## src/rtl/pc_fetch_unit.sv

```systemverilog
// pc_fetch_unit: holds the PC, fetches one instruction per retire and latches it for decode, with a fetch-timeout error.
module pc_fetch_unit #(
  parameter logic [31:0] RESET_PC = 32'h0000_3000,
  parameter int          TIMEOUT  = 16
) (
  input  logic        clk,
  input  logic        rst_n,
  input  logic [31:2] NPC,
  input  logic        pc_en,
  output logic        imem_req,
  output logic [31:2] imem_addr,
  input  logic        imem_ack,
  input  logic [31:0] imem_rdata,
  output logic [31:2] PC,
  output logic [31:0] dout,
  output logic        instr_valid,
  output logic        bus_err,
  output logic [31:0] fetch_cnt
);
  localparam int CW = $clog2(TIMEOUT + 1);
  typedef enum logic [1:0] {IDLE, FETCH, EXEC, ERR} state_t;
  state_t state, state_nx;
  logic [CW-1:0] wait_cnt;
  logic timeout, accept, retire;
  assign timeout     = wait_cnt == CW'(TIMEOUT);
  assign accept      = state == FETCH && imem_ack;
  assign retire      = state == EXEC && pc_en;
  assign imem_req    = state == FETCH;
  assign instr_valid = state == EXEC;
  assign bus_err     = state == ERR;
  assign imem_addr   = PC;
  always_comb begin
    state_nx = state;
    unique case (state)
      IDLE:    state_nx = FETCH;
      FETCH:   state_nx = imem_ack ? EXEC : timeout ? ERR : FETCH;
      EXEC:    state_nx = pc_en ? FETCH : EXEC;
      default: state_nx = ERR;
    endcase
  end
  // the wait counter only runs inside FETCH, so every FETCH entry sees it at zero
  always_ff @(posedge clk) begin
    if (!rst_n) begin
      state     <= IDLE;
      PC        <= RESET_PC[31:2];
      dout      <= '0;
      fetch_cnt <= '0;
      wait_cnt  <= '0;
    end else begin
      state    <= state_nx;
      wait_cnt <= (state == FETCH && !imem_ack && !timeout) ? wait_cnt + 1'b1 : '0;
      if (accept) dout <= imem_rdata;
      if (retire) begin
        PC        <= NPC;
        fetch_cnt <= fetch_cnt + 1'b1;
      end
    end
  end
endmodule
```

## config.mk

```make
export PLATFORM = sky130hd
export DESIGN_NAME = pc_fetch_unit
export DESIGN_NICKNAME = d
export VERILOG_FILES = /design/src/rtl/pc_fetch_unit.sv
export SDC_FILE = /design/constraint.sdc
export NUM_CORES = 1
export LEC_CHECK = 0
export ABC_AREA = 1
export CORE_ASPECT_RATIO = 1.1
export CORE_MARGIN = 1
export CORE_UTILIZATION = 44
export CTS_BUF_LIST = sky130_fd_sc_hd__clkbuf_4 sky130_fd_sc_hd__clkbuf_8
export DETAILED_ROUTE_END_ITERATION = 8
export PLACE_DENSITY = 0.86
export SYNTH_ARGS = -nofsm -noshare
export SYNTH_HDL_FRONTEND = slang
export SYNTH_SLANG_ARGS = --single-unit
```

## constraint.sdc

```tcl
create_clock -name clk -period 1.6 [get_ports clk]
set_input_delay 0.48 -clock clk [delete_from_list [all_inputs] [get_ports clk]]
set_output_delay 0.48 -clock clk [all_outputs]
set_load 0.01 [all_outputs]
```

### Placed standard cells

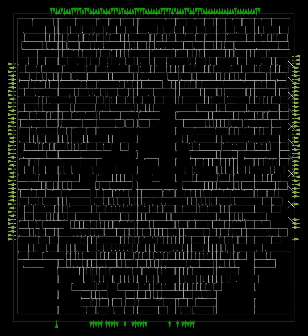
seq_cells: 101
area of the core: 9840 sq um

### Metal layers overlaid

Bar = 20 um.
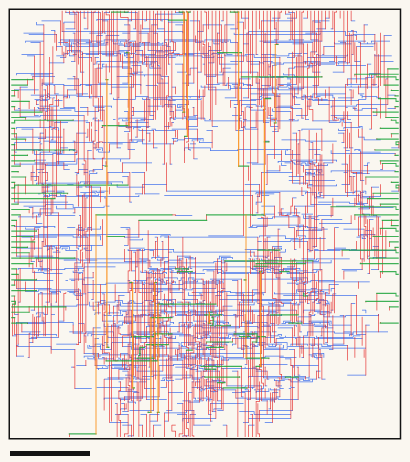
Key: metal 4 = orange [wire length 444 um]; metal 1 = blue [wire length 5,200 um]; metal 2 = red [wire length 6,540 um]; metal 3 = green [wire length 761 um]
routed via count: 4,620
Routed WL per cell: 14.1 um

==> results_dict.tcl <==
# metrics dict for downstream scripts
set metrics [dict create \
    status "complete, but fails checks" \
    violations "design-rule violations" \
    gr-usage-met2 0.442 \
    dp_cells 900 \
    fp_nets 682 \
    cp_cell_sequence "buf_4, inv_1, nor3_1, nand2_1, nor2_1, nand3_1, nand2_1, nor2_1" \
    fin_util 0.670 \
    arrival_ps 1820 \
    period_needed_ps 1550 \
    start_kind "register" \
    grt_overflow 0 \
    met3_usage 0.0435 \
    numSynthFlops 101 \
    worstSetupPathType "register to register" \
    clkCellAreaFrac 0.0303 \
    stdcell_count 917 \
    num_rows 38 \
    met1_usage 0.280 \
    setup-violations-final 0 \
    maxCapViolations 0 \
    ios 193 \
    finalCritPeriodShare 0.970 \
    antenna_found_initial 0 \
    gp_congestion 0.924 \
    grt.total_usage 0.248 \
    power_leader "registers" \
    die_h_um 108 \
    synthCells 613 \
    dpl_cell_area_sq_um 6500 \
    syn-cell-area_sq_um 4460 \
    drive_gt1_frac 0.134 \
    vias_per_cell 5.04 \
    switching_share 0.250 \
    hpwlAfterDp_um 9940 \
    p_leak_nw 3.04 \
    power.share.clock 0.344 \
    irDropWorstVdd_mv 0.441 \
    seq_share 0.313 \
    ys_seq_share 0.453 \
    seq-power_mw 2.61 \
    simple_gate_share 0.307 \
    warnings 27 \
    p_sw_mw 1.22 \
    drtIter0Drc 249 \
    rsz0062_at_grt "false" \
    inv_count 46 \
    worstPathMaxFanout 4 \
    min_path_cells 2 \
    power_density_nw_per_um2 736 \
    ys_sh_adder 0.00841 \
    clk_latency_ps 370 \
    worst_setup_path_end_kind "register" \
    port_buffers 192 \
    ys_cells 613 \
    topCombFamilyByArea "simple AND/OR/NAND/NOR gates" \
    chipArea_sq_um 10500 \
    crit_start "fetch_cnt[26]" \
    clock-sinks 101 \
    ctsRootBufferMaster "clkbuf_8" \
    initCoreUtil 0.453 \
    finalClockSkew_ps 12.0 \
    slew_headroom 0.772 \
    fin_nets 861 \
    p_total_mw 4.86 \
    combPwrFrac 0.119 \
    drc 11 \
    tightest_slew_ps 341 \
    cts_buffer_depth 2 \
    endpoint "fetch_cnt[29]" \
    cts_buffers 9 \
    finalSetupTns_ps 0 \
    diodes 0 \
    clock.fmax_ghz 0.645 \
    clock_buffers 10 \
    pwr-share-seq 0.537 \
    top_layer "met4" \
    grt_max_degree 41 \
    top_usage_layer "met2" \
    setup_slack_ps 48.7 \
    p_clk_mw 1.67 \
    xor_area_frac 0.00785 \
    slew_violations 0 \
    rr_worst_depth 8 \
    first_pass_iters 9 \
    fin_hold_ws_ps 464 \
    cp.required_ps 1870 \
    p_comb_uw 579 \
    hold_violations 0 \
    cp.depth 8 \
    worstReg2RegStart "fetch_cnt[26]" \
    path_buffers 2 \
    wl_met1_um 5200 \
    buffers 222 \
    regArea_sq_um 2060 \
    htreeDepth 3 \
    ctsHoldBuffers 0 \
    largest_cell_class "sequential cells" \
    reg2reg_to "fetch_cnt[29]" \
    post_synth_num_cell_types 31 \
    nWellTaps 120 \
    crit_family "simple AND/OR/NAND/NOR gates" \
    cts_tree "yes" \
]
### M4 wires

Supply wires on this layer in gray. Cells faint in the background.
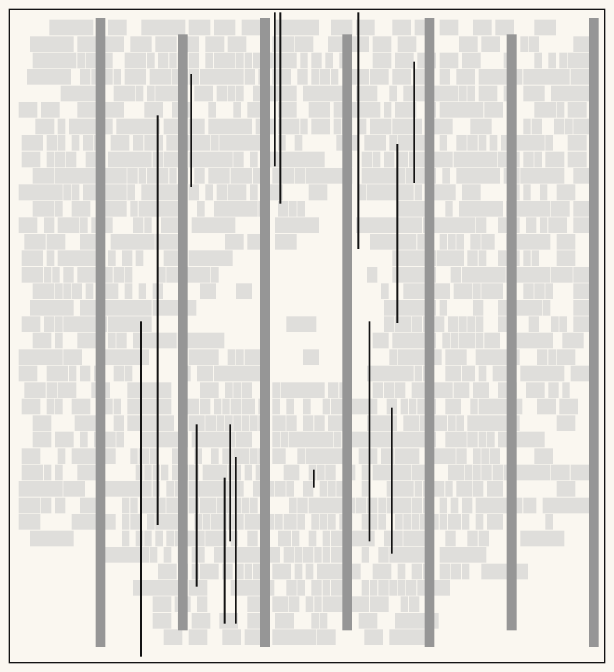
The wires run mostly vertical. The layer carries 444 um of wire. The longest straight run is 67.3 um. The layer holds 3.4% of the routed length.
final wirelength: 12,900 um

### Cells by drive strength

Bar = 20 um.
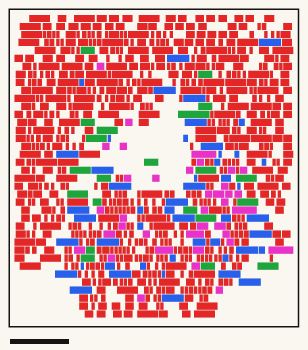
Key: _6 and larger = green [cells 21]; _0 and _1 cells = red [cells 690]; _2 cells = blue [cells 49]; _3 and _4 cells = magenta [cells 37]
Layout area overhead: 47.9%
post-route cell area: 6600 sq um

==> repair_timing <==
action / CTS / global route
setup buffers: 1 / 0
resized: 167 / 5
cloned: 0 / 0
endpoints found under the setup margin: 129 / 6
pin swaps: 4 / 2
==> worst min-delay path by stage <==
stage	from	endpoint	slack, ps
floorplan	wait_cnt[0]	wait_cnt[0]	430
global placement	wait_cnt[0]	wait_cnt[0]	440
detailed placement	dout[20]	dout[20]	450
CTS	dout[20]	dout[20]	470
global route	dout[20]	dout[20]	490
finish	dout[20]	dout[20]	460
==> Yosys cell counts <==
cell type  number  share of area
buf_2           8         0.0090
nand4_2         1         0.0028
buf_6           1         0.0025
inv_1          40          0.034
nand2_1       191           0.16
or2_2           1         0.0014
nand3_2         4         0.0090
o21a_1          2         0.0034
a21oi_1        79          0.089
nand4_1         6         0.0084
xor2_1          3         0.0059
dfxtp_1       101           0.45
nand3_1        29          0.033
nor3b_1         1         0.0017
nor2_1         54          0.045
ha_1            3         0.0084
clkbuf_1       13          0.011
nor2_4          4          0.010
nor3_1          5         0.0056
nor2_2          7         0.0098
a211oi_1        1         0.0017
o21ai_0        11          0.012
o21ai_1         3         0.0034
nand3_4         2         0.0079
nand2_2         1         0.0014
nor2_8          2         0.0090
buf_4          31          0.052
xnor2_1         1         0.0020
and2_1          1         0.0014
inv_2           6         0.0050
buf_1           1        0.00084
==> layout by cell type (no fill, tap or decap), types with 7 or more instances in the layout <==
cell type / count
dfxtp_1: 73
nand2_1: 191
buf_12: 7
clkdlybuf4s50_1: 64
dlygate4sd2_1: 125
buf_4: 23
o21ai_0: 11
nor2_1: 53
dfxtp_2: 25
clkbuf_8: 9
inv_1: 40
nand3_1: 28
a21oi_1: 79
==> registers in the layout (all words and copies together), names as in the netlist <==
signal and count:
fetch_cnt 32, wait_cnt 5, state 2, dout 32, PC 30
Power figures rest on the tool's default switching activity, not on a simulated workload.
